Design pipelined_memory, sky130hd; sources not shown.
Fig. 1: run 1, met4 routing
Bar = 50 µm.
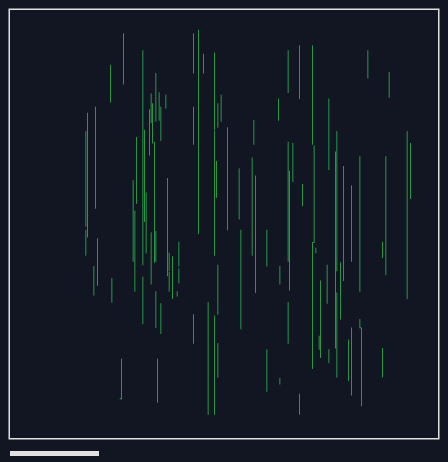
share of all routed wire: 3.8%
nets with wire on the layer: 63
wire length on this layer: 3,360 µm
longest straight run: 121 µm
main direction: vertical
routed vias: 27,500
final WL: 89.1 mm

Fig. 2: run 1, M1 wires
Bar = 50 µm.
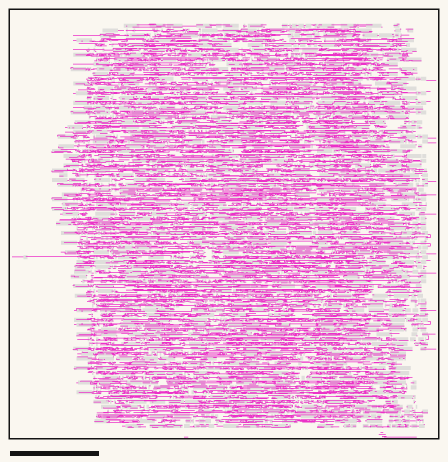
longest straight run: 70.8 µm
wire length on this layer: 36.3 mm
share of all routed wire: 41%
M1 GR Usage: 0.426

Fig. 3: run 1, metal 3
Bar = 50 µm.
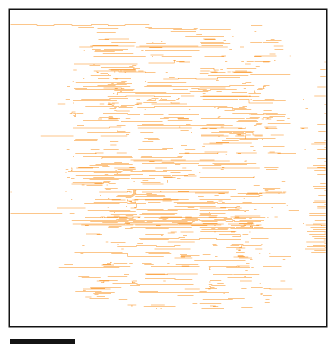
nets with wire on the layer: 500
main direction: horizontal
share of all routed wire: 11%
longest straight run: 82.8 µm
met3 routing resource usage after global routing: 0.0627

==> results.rst <==
Run summary
-----------

.. list-table::
   :header-rows: 1

   * - Metric
     - Value
   * - Mapped Cells
     - 4,127
   * - Failing checks
     - capacitance limit, slew limit
   * - Finish-stage setup viols
     - 0
   * - Global-route wire length before repair
     - 141 mm
   * - Switching pwr
     - around 0.00045 W
   * - Root Buffer
     - sky130_fd_sc_hd__clkbuf_16
   * - CP Launch Type
     - input port
   * - Top cell type by total area after synthesis
     - sky130_fd_sc_hd__dfrtp_1
   * - Number of buffers added for setup after CTS
     - 0
   * - Routed length per placed instance
     - 17.7 µm
   * - Total number of H-tree levels
     - 2
   * - Die width
     - 241 µm
   * - Relative slew margins
     - -3.41
   * - Share of final-layout standard cells stronger than drive strength 1
     - 0.103
   * - Cell area after layout
     - between 30,000 and 40,000 µm²
   * - Final core occ
     - 0.633
   * - Late-Pin Clk Latency
     - 640 ps
   * - Number of gates resized after CTS
     - 0
   * - Yosys cell count
     - 4,127
   * - Most numerous cell types in the synthesized netlist
     - 2,398 x sky130_fd_sc_hd__nand2_1, 548 x sky130_fd_sc_hd__dfrtp_1, 512 x sky130_fd_sc_hd__nand3_1, 102 x sky130_fd_sc_hd__buf_2, 89 x sky130_fd_sc_hd__clkbuf_1
   * - Setup TNS
     - 0 ps
   * - Register-to-register path setup slack
     - 25,260 ps
   * - Number of distinct library cells after synthesis
     - 22
   * - Residual DRC count
     - 0
   * - Peak supply drop
     - 55.1 µV
   * - Largest buffer count on any clock path
     - 3
   * - Standby leakage power
     - 19.0 nW
   * - Worst Hold Depth
     - 2
   * - Sequential Power Share
     - 0.472
   * - Area share, top type
     - 0.465
   * - Most frequent standard cell in the layout excluding fill and tap cells
     - sky130_fd_sc_hd__nand2_1
   * - Main synth FF type
     - sky130_fd_sc_hd__dfrtp_1
   * - Port Buffer Count
     - ~110
   * - Total clock buffers created by CTS
     - approximately 58
   * - Vias in the first global route
     - 25,800
   * - Most common cell in the netlist
     - sky130_fd_sc_hd__nand2_1
   * - Final-report max-slew violation count
     - just under 400
   * - Post-layout net count
     - 4,370
   * - Detail Route Antenna Nets
     - 0
   * - Required time of the worst setup path
     - roughly 27,000 ps
   * - Sequential cell area fraction in the yosys report
     - 0.494
   * - Logic pwr share
     - 0.079
   * - Fill cell count
     - 4,612
   * - Clock Power Share
     - 0.449
   * - Number of storage elements in the synthesis netlist
     - 580
   * - Total internal power
     - ~0.0014 W
   * - Total track usage
     - 0.305
   * - Total overflow reported by the global router
     - 0
   * - Cell area leaders
     - sky130_fd_sc_hd__dfrtp_1 47%, sky130_fd_sc_hd__nand2_1 31%, sky130_fd_sc_hd__nand3_1 8.7%
   * - Core Area
     - 52,800 µm²
   * - Detailed placer's ending HPWL
     - 65.0 mm
   * - Shortest period the worst path allows
     - 13,980 ps
   * - Number of warnings printed during yosys synthesis
     - 0
   * - Critical Path Sink Type
     - async pin
   * - Fin. Hold Viols
     - 0
   * - GP Congestion
     - 0.991
   * - Effective utilization at floorplan
     - 0.558
   * - Achievable Freq
     - slightly above 70 MHz
   * - Post-CTS Hold Fix Bufs
     - 0
   * - Sinks on the clock net
     - 580
   * - Maximum capacitance violations
     - 4
   * - Antenna violations before repair
     - 1
   * - Finished Layout Cells
     - between 5,000 and 6,000
   * - Max FFs per register
     - about 500
   * - Top-level I/O count
     - 108
   * - Reg2Reg Depth
     - 9
   * - Most numerous logic cells after layout
     - 2,398 x sky130_fd_sc_hd__nand2_1, 548 x sky130_fd_sc_hd__dfrtp_1, 512 x sky130_fd_sc_hd__nand3_1
   * - Proportion of total power due to net switching
     - 0.248
   * - Area Growth Syn to Fin
     - 13.4%
   * - TritonCTS clock tree
     - built
   * - Worst Max-Slew Pin Slew
     - 6610 ps
   * - Synthesized Nets
     - 4,200
   * - Arr. time, crit path
     - approximately 13,000 ps
   * - Mean instance size in the synthesized netlist
     - 7.14 µm²
   * - Placement Rows
     - 84
   * - Starting DRT DRC Count
     - 3,557
   * - Placed instance count
     - just under 5,000
   * - Yosys stat area
     - just under 30,000 µm²
   * - Worst Skew
     - 19.0 ps
   * - Unrepaired setup endpoints after global routing
     - no
   * - Number of flops mapped to enable cells by yosys
     - 0
   * - Post-Syn Area
     - 29,500 µm²
   * - Share of synthesized registers carrying an async set or reset
     - 1.00
   * - Tcrit/Tclk final
     - 0.503
   * - Number of detailed-route iterations in the first pass
     - 6
   * - Class of the most critical hold timing path
     - reg -> reg
   * - Area after detailed placement
     - 31,500 µm²
   * - Worst setup path category
     - in -> async
   * - Total number of warnings across the stage logs
     - 32
   * - Power after layout
     - 0.00181 W
   * - Total power per unit cell area
     - 54.2 nW/µm²
   * - Die height
     - 241 µm
   * - Area of the die
     - 58,300 µm²
   * - Critical Path Fanout Max
     - ~130
   * - Maximum number of pins on one net before global-route repair
     - 130
   * - Run status
     - finished, violations left
   * - Clock-pin slew on the worst setup and hold paths
     - 60 ps
   * - Number of vias per cell after detailed routing
     - roughly 5.5
-- run 1: area by class of cell --
class | count | area [µm²] | area share
Sequential cell | 580 | 14600 | 0.436
Buffer | 340 | 1780 | 0.0533
Antenna cell | 1 | 2.50 | 0.0000749
Timing Repair Buffer | 110 | 1120 | 0.0335
Multi-Input combinational cell | 3153 | 12900 | 0.387
Inverter | 54 | 204 | 0.00611
Clock buffer | 86 | 1720 | 0.0515
Clock inverter | 23 | 240 | 0.00719
Tap cell | 688 | 861 | 0.0258
-- run 1: through the flow --
step | hold slack, ps | setup slack, ps
floorplan | 420 | 6070
global placement | 438 | -458
detailed placement | 436 | 14550
CTS | 452 | 14500
global route | 481 | 11810
finish | 450 | 13820
-- run 1: critical path: stages --
cell                            delay [ps]
sky130_fd_sc_hd__dlygate4sd3_1         570
sky130_fd_sc_hd__clkinvlp_2           2070
sky130_fd_sc_hd__clkbuf_1             4740
-- run 1: power groups by stage --
stage / Sequential, W / Combinational, W / Clock (W)
3_3_place_gp: 0.000870 / 0.000139 / 0
2_1_floorplan: 0.000869 / 0.0000803 / 0
4_1_cts: 0.000854 / 0.000144 / 0.000816
5_1_grt: 0.000855 / 0.000154 / 0.000852
6_report: 0.000854 / 0.000144 / 0.000812
3_5_place_dp: 0.000869 / 0.000143 / 0
-- run 1: logic make-up after synthesis --
family                 share of synthesized area
AOI/OAI and AO/OA                         0.0128
buffers and inverters                     0.0673
DFF                                        0.494
and+or+nand+nor                            0.426
-- run 1: layer usage --
metal | wire, µm | global-route usage | part of all wire | up-vias
li1 | - | - | - | 13100
met1 | 36300 | 0.426 | 0.41 | 12700
met2 | 40000 | 0.479 | 0.45 | 1455
met3 | 9530 | 0.0627 | 0.11 | 218
met4 | 3360 | 0.106 | 0.038 | 2
met5 | 13 | 0 | 0.00015 | -
Power is estimated from default activity; no workload was simulated.
